File: src/rtl/count_ctrl.sv
// Run-control stage for the downstream 4-bit wrap counter: prescaled enable,
// wrap counting on terminal-count rising edges, single-step and abort.
module count_ctrl #(
    parameter int DIV_W = 8,
    parameter int REP_W = 4
) (
    input  logic             clk,
    input  logic             r,
    input  logic             start,
    input  logic             stop,
    input  logic             step,
    input  logic [DIV_W-1:0] div,
    input  logic [REP_W-1:0] reps,
    input  logic             tc,
    output logic             e,
    output logic             busy,
    output logic             done,
    output logic [1:0]       state
);

    typedef enum logic [1:0] {
        IDLE = 2'b00,
        RUN  = 2'b01,
        STEP = 2'b10,
        DONE = 2'b11
    } state_t;

    state_t             state_q, state_d;
    logic               e_q, e_d;
    logic               done_q, done_d;
    logic [DIV_W-1:0]   prescale_q, prescale_d;
    logic [REP_W-1:0]   wrap_q, wrap_d;
    logic [DIV_W-1:0]   div_q, div_d;
    logic [REP_W-1:0]   reps_q, reps_d;
    logic               tc_q;
    logic               tc_evt;
    logic [REP_W-1:0]   wrap_inc;

    always_ff @(posedge clk) begin
        if (!r) begin
            state_q    <= IDLE;
            e_q        <= 1'b0;
            done_q     <= 1'b0;
            prescale_q <= '0;
            wrap_q     <= '0;
            div_q      <= '0;
            reps_q     <= '0;
            tc_q       <= 1'b0;
        end else begin
            state_q    <= state_d;
            e_q        <= e_d;
            done_q     <= done_d;
            prescale_q <= prescale_d;
            wrap_q     <= wrap_d;
            div_q      <= div_d;
            reps_q     <= reps_d;
            tc_q       <= tc;
        end
    end

    // tc holds until the counter's next enabled cycle, so only its rising edge counts
    assign tc_evt   = tc & ~tc_q;
    assign wrap_inc = wrap_q + REP_W'(1);

    always_comb begin
        state_d    = state_q;
        e_d        = 1'b0;
        done_d     = 1'b0;
        prescale_d = prescale_q;
        wrap_d     = wrap_q;
        div_d      = div_q;
        reps_d     = reps_q;

        case (state_q)
            IDLE: begin
                if (stop) begin
                    state_d = IDLE;
                end else if (start) begin
                    div_d      = div;
                    reps_d     = reps;
                    prescale_d = '0;
                    wrap_d     = '0;
                    state_d    = RUN;
                end else if (step) begin
                    e_d     = 1'b1;
                    state_d = STEP;
                end
            end

            STEP: begin
                state_d = IDLE;
            end

            RUN: begin
                if (stop) begin
                    prescale_d = '0;
                    wrap_d     = '0;
                    state_d    = IDLE;
                end else if (tc_evt && (reps_q != '0) && (wrap_inc == reps_q)) begin
                    done_d  = 1'b1;
                    state_d = DONE;
                end else begin
                    if (prescale_q == div_q) begin
                        prescale_d = '0;
                        e_d        = 1'b1;
                    end else begin
                        prescale_d = prescale_q + DIV_W'(1);
                    end
                    if (tc_evt) begin
                        wrap_d = wrap_inc;
                    end
                end
            end

            DONE: begin
                if (stop) begin
                    state_d = IDLE;
                end else if (start) begin
                    div_d      = div;
                    reps_d     = reps;
                    prescale_d = '0;
                    wrap_d     = '0;
                    state_d    = RUN;
                end else begin
                    done_d = 1'b1;
                end
            end

            default: begin
                state_d = IDLE;
            end
        endcase
    end

    assign e     = e_q;
    assign busy  = (state_q == RUN) || (state_q == STEP);
    assign done  = done_q;
    assign state = state_q;

endmodule

File: config.mk
export PLATFORM = sky130hd
export DESIGN_NAME = count_ctrl
export DESIGN_NICKNAME = d
export VERILOG_FILES = /design/src/rtl/count_ctrl.sv
export SDC_FILE = /design/constraint.sdc
export NUM_CORES = 1
export LEC_CHECK = 0
export ABC_AREA = 1
export CORE_ASPECT_RATIO = 1.25
export CORE_MARGIN = 4
export CORE_UTILIZATION = 50
export CTS_CLUSTER_DIAMETER = 30
export CTS_CLUSTER_SIZE = 16
export DETAILED_ROUTE_END_ITERATION = 7
export GPL_ROUTABILITY_DRIVEN = 0
export MAX_ROUTING_LAYER = met4
export PLACE_DENSITY = 0.76
export RECOVER_POWER = 25
export SYNTH_ARGS = -nofsm -noshare
export SYNTH_HDL_FRONTEND = slang
export SYNTH_SLANG_ARGS = --single-unit
export TNS_END_PERCENT = 50
File: constraint.sdc
create_clock -name clk -period 4.2 [get_ports clk]
set_clock_uncertainty 0.2 [all_clocks]
set_input_delay 0.42 -clock clk [delete_from_list [all_inputs] [get_ports clk]]
set_output_delay 0.42 -clock clk [all_outputs]
set_load 0.005 [all_outputs]
==> Flow_metrics.wiki, run 1 <==
== Flow metrics ==
{| class="wikitable"
! Metric !! Value
|-
| Dominant register cell in the synthesized netlist || sky130_fd_sc_hd__dfxtp_1
|-
| WS Path Type || reg2out
|-
| Proportion of cell area spent on the clock network || 3.97%
|-
| CTS tree || yes
|-
| Row count || 23
|-
| Area of the mapped netlist || 1740 um^2
|-
| Crit path launch type || flop
|-
| AND-OR/OR-AND Cells, Area Fraction || 7.84%
|-
| Number of tap cells inserted || 37
|-
| Relative slew slack || 37.7%
|-
| Combinational fraction of design power || 33.4%
|-
| Fraction of power spent switching nets || 35.7%
|-
| Worst-path clk slew || 0.06 ns
|-
| Non-clock buffer count in the final layout || 22
|-
| Buffers on Ports || 22
|-
| Unrepaired setup endpoints after global routing || no
|-
| Synth Net Count || 287
|-
| Post-CTS Setup Inserts || 0
|-
| Register area || 581 um^2
|-
| Avg Cell Area, Syn || 6.61 um^2
|-
| Total overflow reported by the global router || 0
|-
| Hold-critical path endpoint || div_q[3]
|-
| Cell type taking the most area || combinational gates
|-
| Number of cells traversed by the worst register-to-register path || 11
|-
| Wire length of the first global-routing pass || 6.11 mm
|-
| Multi-input gate share of the layout cell area || 47.7%
|-
| Status || completed
|}
[run 1: metrics by stage]
| stage | util, % | setup WS [ns] | instance area, um^2 | power (mW) | cells |
|---|---|---|---|---|---|
| 3_5_place_dp | 59.6 | 1.82 | 1960 | 0.651 | 316 |
| 3_3_place_gp | 59.6 | 1.84 | 1960 | 0.647 | 316 |
| 6_report | 61.4 | 1.79 | 2020 | 0.857 | 324 |
| 5_1_grt | 61.4 | 1.51 | 2020 | 0.930 | 324 |
| 4_1_cts | 62.1 | 1.76 | 2040 | 0.871 | 324 |
| 2_1_floorplan | - | 2.32 | 1740 | 0.578 | 263 |
[run 1: critical path, delay by kind of cell (launching register included)]
family	cells	cell delay, ns
buffers and inverters	2	0.66
flip-flops	1	0.37
adder cells (fa/ha/maj)	1	0.48
[run 1: layout by cell type (no fill, tap or decap), drive strengths merged]
cell type / Yosys / layout
dfxtp: 29 / 29
xor2: 2 / 2
clkbuf: 1 / 8
o21ai: 13 / 13
nand2: 68 / 68
nor3: 4 / 4
nor2: 57 / 57
ha: 6 / 6
nand3b: 1 / 1
inv: 34 / 34
clkdlybuf4s50: 0 / 17
nand3: 21 / 21
o21a: 1 / 1
a21oi: 9 / 9
nand4: 4 / 4
o31ai: 1 / 1
xnor2: 7 / 7
dlygate4sd3: 0 / 5
[run 1: per-layer routing]
metal,GRT usage [%],part of all wire (%)
met1,19.2,42
met2,32.6,52
met3,5.90,3.9
met4,8.43,2.1
met5,-,0
[run 1: how the worst max path moves through the flow]
stage	to	slack, ns	cells after the start
after floorplan	div_q[1]	2.32	7
after global placement	div_q[2]	1.84	5
after detailed placement	div_q[3]	1.82	5
after CTS	busy	1.76	3
after global routing	prescale_q[7]	1.51	11
final	busy	1.79	3
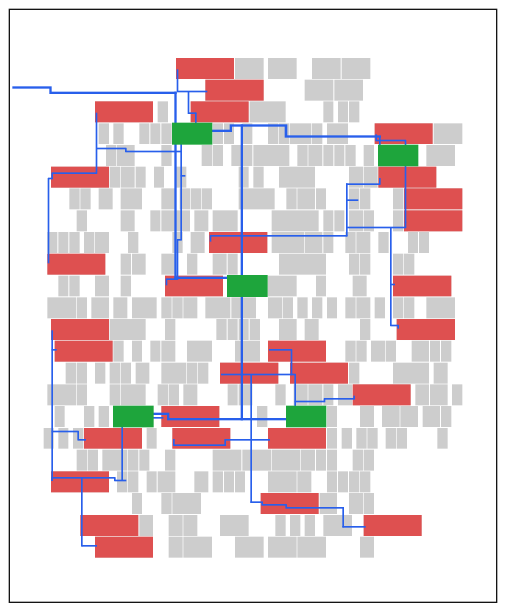
Fig. 1. Clock distribution (run 1).
(8 px per um)
[green] cells driving clock nets | count: 5
[blue] clock wires | length: 419 um
[red] flip-flops | count: 29
flops lie	spread over the die
power in the clock group: 0.219 mW
share of total power in the clock network: 25.5%
clock latency on the worst-skew pair: 0.28 ns

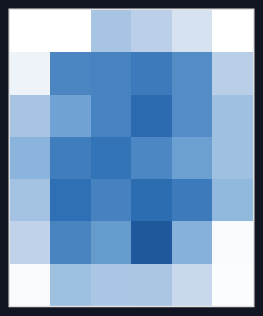
Fig. 2. Cell area per tile (run 1).
(4 px per um) 6 x 7 tiles, from white (low) to dark blue (high), 0 to 100% covered.
fullest tile	84%
nearly empty tiles	7.1%
tiles over 75% full	7.1%
densest ninth of the die	middle
mean over tiles	44%
final core area utilization: 61.4%
Core Footprint: 3280 um^2

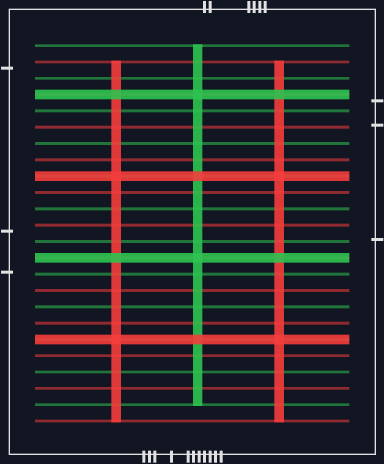
Fig. 3. Supply network (run 1).
(6 px per um) Pins as bars on the die edge.
colour	net
green	VDD
red	VSS
met4 straps	3
met5 straps	4
rows	23
IR drop worst, VDD: 0.286 mV
Vert. Die Dim: 73.9 um
die width: 60.8 um

Fig. 4: run 1, routing congestion
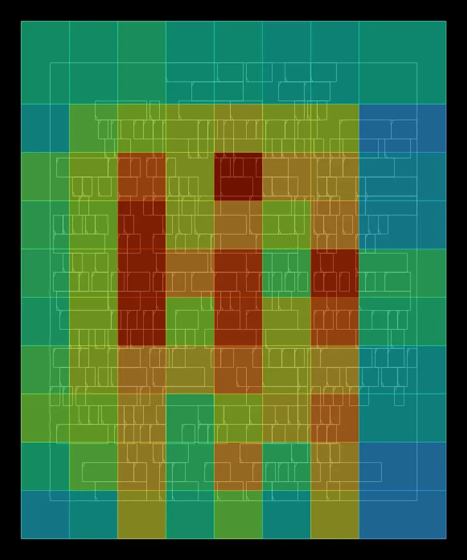

==> run 2: changes to the inputs <==
clock period = 2.4 ns   (was 4.2 ns; I/O delays follow)
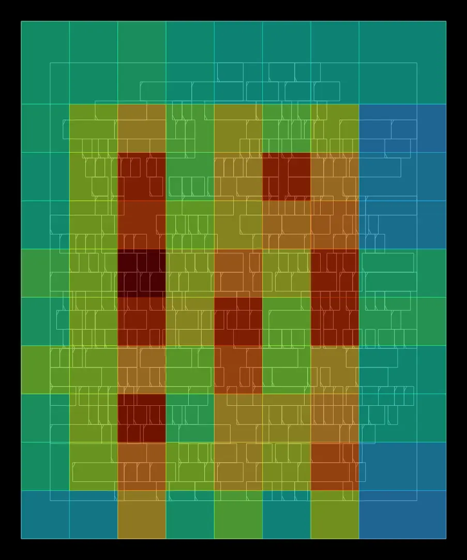
Fig. 5. Routing congestion (run 2).
met1 track utilization from global routing: 19.3%
total global routing track utilization: 20.2%
final core area utilization: 62.6%
GR Util met3: 6.60%

==> Flow_metrics.wiki, run 2 <==
== Flow metrics ==
{| class="wikitable"
! Metric !! Value
|-
| Clock latency on the worst-skew pair || 0.28 ns (about the same)
|-
| Total design power || 1.53 mW (+79%)
|-
| Commonest cells after routing, fill and taps aside || 63 x sky130_fd_sc_hd__nand2_1, 52 x sky130_fd_sc_hd__nor2_1, 32 x sky130_fd_sc_hd__inv_1
|-
| DR iter-0 viols || 44
|-
| Relative slew slack || 67.8% (+30 points)
|-
| Fraction of power spent switching nets || 35.3% (-0.39 points)
|-
| Fin worst setup slack || 0.215 ns (-1.58 ns)
|-
| Synth Net Count || 287 (unchanged)
|-
| Worst-case setup slack after placement || 0.321 ns (-1.50 ns)
|-
| Combinational fraction of design power || 33.5% (about the same)
|-
| Core Footprint || 3280 um^2 (unchanged)
|-
| Dominant register cell in the synthesized netlist || sky130_fd_sc_hd__dfxtp_1
|-
| IR drop worst, VDD || 0.548 mV (+92%)
|-
| Wire length of the first global-routing pass || 6.56 mm (+7.5%)
|-
| Share of total power in the clock network || 26.2% (+0.7 points)
|-
| Post-CTS Setup Inserts || 0 (unchanged)
|-
| Unrepaired setup endpoints after global routing || no
|-
| Row count || 23 (unchanged)
|-
| Hold-critical path endpoint || reps_q[0]
|-
| Die width || 60.8 um (unchanged)
|-
| Avg Cell Area, Syn || 6.61 um^2 (unchanged)
|-
| Number of cells traversed by the worst register-to-register path || 11 (unchanged)
|-
| Total overflow reported by the global router || 0 (unchanged)
|-
| Buffers on Ports || 22 (unchanged)
|-
| Vert. Die Dim || 73.9 um (unchanged)
|-
| Worst-path clk slew || 0.06 ns (about the same)
|-
| WS Path Type || reg2out
|-
| Status || completed
|}
-- run 2: cell counts after synthesis --
No cell type changed its count.
-- run 2: how the worst max path moves through the flow --
stage                         start            end  slack (ns)  cells after the start
after floorplan            state[0]       div_q[1]        0.52                      7
after global placement    wrap_q[0]  prescale_q[1]        0.37                     11
after detailed placement  wrap_q[0]  prescale_q[7]        0.32                     11
after CTS                  state[1]           busy        0.14                      3
after global routing      wrap_q[0]  prescale_q[0]        0.08                     11
final                      state[0]           busy        0.21                      3
-- run 2: worst max-delay path: cells and delay by family, from the launching register on --
family / cells / cell delay (ns)
buffers and inverters: 2 / 0.65
DFF: 1 / 0.37
adders and majority gates: 1 / 0.45
-- run 2: routing by layer --
layer / part of all wire (%) / vias to the layer above / routed length [um] / global-route usage, %
met3: 3.1 / 10 / 111 / 6.60
met4: 2.7 / 0 / 97 / 10.4
li1: - / 867 / - / -
met5: 0 / - / 0 / -
met1: 42 / 701 / 1530 / 19.3
met2: 52 / 19 / 1890 / 35.2
-- run 2: layout make-up --
class                   instances  area [um^2]  area share [%]
multi-input cells             194          970            47.2
flip-flops and latches         29          581            28.3
repair buffers                 25          243            11.8
inverters                      34          128            6.22
clock buffers                   7         86.3            4.20
well taps                      37         46.3            2.25
-- run 2: metrics by stage --
stage	cell area [um^2]	cells	hold WS, ns
after floorplan	1740	263	0.133
after global placement	1980	319	0.261
after detailed placement	1980	319	0.264
after CTS	2060	326	0.272
after global routing	2050	326	0.302
final	2050	326	0.268
-- run 2: cell families (layout without fill, tap and decap cells) --
family / Yosys count / after routing
AND-OR/OR-AND: 24 / 24
XOR/XNOR: 9 / 9
adder cells (fa/ha/maj): 6 / 6
AND/OR/NAND/NOR: 155 / 155
flip-flops: 29 / 29
buffers and inverters: 40 / 66
==> run 3: changes to the inputs <==
SKIP_LAST_GASP = 1   (was default)
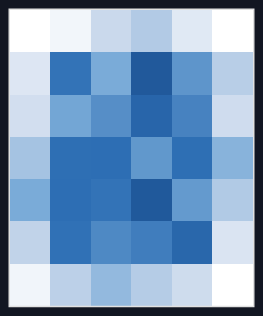
Fig. 6. Cell area per tile (run 3).
(4 px per um) 6 x 7 tiles, from white (low) to dark blue (high), 0 to 100% covered.
densest ninth of the die	middle
fullest tile	84%
tiles over 75% full	14%
mean over tiles	45%
Pre-Place Util: 53.0%

==> Flow_metrics.wiki, run 3 <==
== Flow metrics ==
{| class="wikitable"
! Metric !! Value
|-
| Cell type taking the most area || combinational gates
|-
| Unrepaired setup endpoints after global routing || no
|-
| Logic area || 970 um^2 (unchanged)
|-
| Worst-path clk slew || 0.06 ns (about the same)
|-
| Wire length of the first global-routing pass || 6.56 mm (unchanged)
|-
| Avg Cell Area, Syn || 6.61 um^2 (unchanged)
|-
| Fin worst setup slack || 0.215 ns (unchanged)
|-
| WS Path Type || reg2out
|-
| Combinational Gates || 194 (unchanged)
|-
| Proportion of cell area spent on the clock network || 4.20% (unchanged)
|-
| Fraction of cell area in non-clock buffers || 11.8% (unchanged)
|-
| Largest delay contributor family on the critical path || buffers and inverters
|-
| Total overflow reported by the global router || 0 (unchanged)
|-
| Dominant register cell in the synthesized netlist || sky130_fd_sc_hd__dfxtp_1
|-
| Combinational fraction of design power || 33.5% (about the same)
|-
| Commonest cells after routing, fill and taps aside || 63 x sky130_fd_sc_hd__nand2_1, 52 x sky130_fd_sc_hd__nor2_1, 32 x sky130_fd_sc_hd__inv_1
|-
| Row count || 23 (unchanged)
|-
| Buffer and inverter count on the worst path || 2 (unchanged)
|-
| Register area || 581 um^2 (unchanged)
|-
| DR iter-0 viols || 44 (unchanged)
|-
| Clock latency on the worst-skew pair || 0.28 ns (about the same)
|-
| Layout sequential cell count || 29 (unchanged)
|-
| Die width || 60.8 um (unchanged)
|-
| Non-clock buffer count in the final layout || 25 (unchanged)
|-
| Status || completed
|-
| Share of total power in the clock network || 26.2% (about the same)
|-
| Smallest hold slack || 0.268 ns (unchanged)
|-
| Multi-input gate share of the layout cell area || 47.2% (unchanged)
|-
| Synth Net Count || 287 (unchanged)
|-
| Fraction of power spent switching nets || 35.3% (unchanged)
|-
| Worst-case setup slack after placement || 0.321 ns (unchanged)
|-
| Vert. Die Dim || 73.9 um (unchanged)
|-
| Total global routing track utilization || 20.2% (unchanged)
|}
## run 3: cell counts after synthesis
No cell type changed its count.
## run 3: per-stage QoR
stage          utilization (%)  instances  power (mW)  cell area [um^2]
2_1_floorplan                -        263        1.01              1740
3_3_place_gp              60.3        319        1.14              1980
3_5_place_dp              60.3        319        1.15              1980
4_1_cts                   62.9        326        1.56              2060
5_1_grt                   62.6        326        1.67              2050
6_report                  62.6        326        1.53              2050
## run 3: worst paths after layout
path / startpoint / endpoint / cells past startpoint / slack (ns)
setup / recovery: state[0] / busy / 3 / 0.21
hold / removal: reps_q[0] / reps_q[0] / 2 / 0.27
setup reg to reg: wrap_q[0] / prescale_q[7] / 11 / 0.33
hold reg to reg: reps_q[0] / reps_q[0] / 2 / 0.27
## run 3: kinds of logic (layout without fill, tap and decap cells)
kind of cell    count (synthesis)  count (layout)  synth area share, %
buf+inv                        40              66                 10.2
simple gates                  155             155                 39.7
flops                          29              29                 33.4
xor+xnor                        9               9                 4.53
compound gates                 24              24                 7.84
fa+ha+maj                       6               6                 4.32
## run 3: metal layers
| layer | global-route usage [%] | vias up | routed length, um |
|---|---|---|---|
| met2 | 35.2 | 19 | 1890 |
| met4 | 10.4 | 0 | 97 |
| met5 | - | - | 0 |
| li1 | - | 867 | - |
| met1 | 19.3 | 701 | 1530 |
| met3 | 6.60 | 10 | 111 |
## run 3: power by group through the flow
stage / clock, mW / combinational [mW] / sequential (mW)
after floorplan: 0 / 0.402 / 0.609
after global placement: 0 / 0.517 / 0.626
after detailed placement: 0 / 0.522 / 0.628
after CTS: 0.413 / 0.528 / 0.618
after global routing: 0.431 / 0.608 / 0.626
final: 0.401 / 0.513 / 0.616
Power and IR drop assume default switching activity.
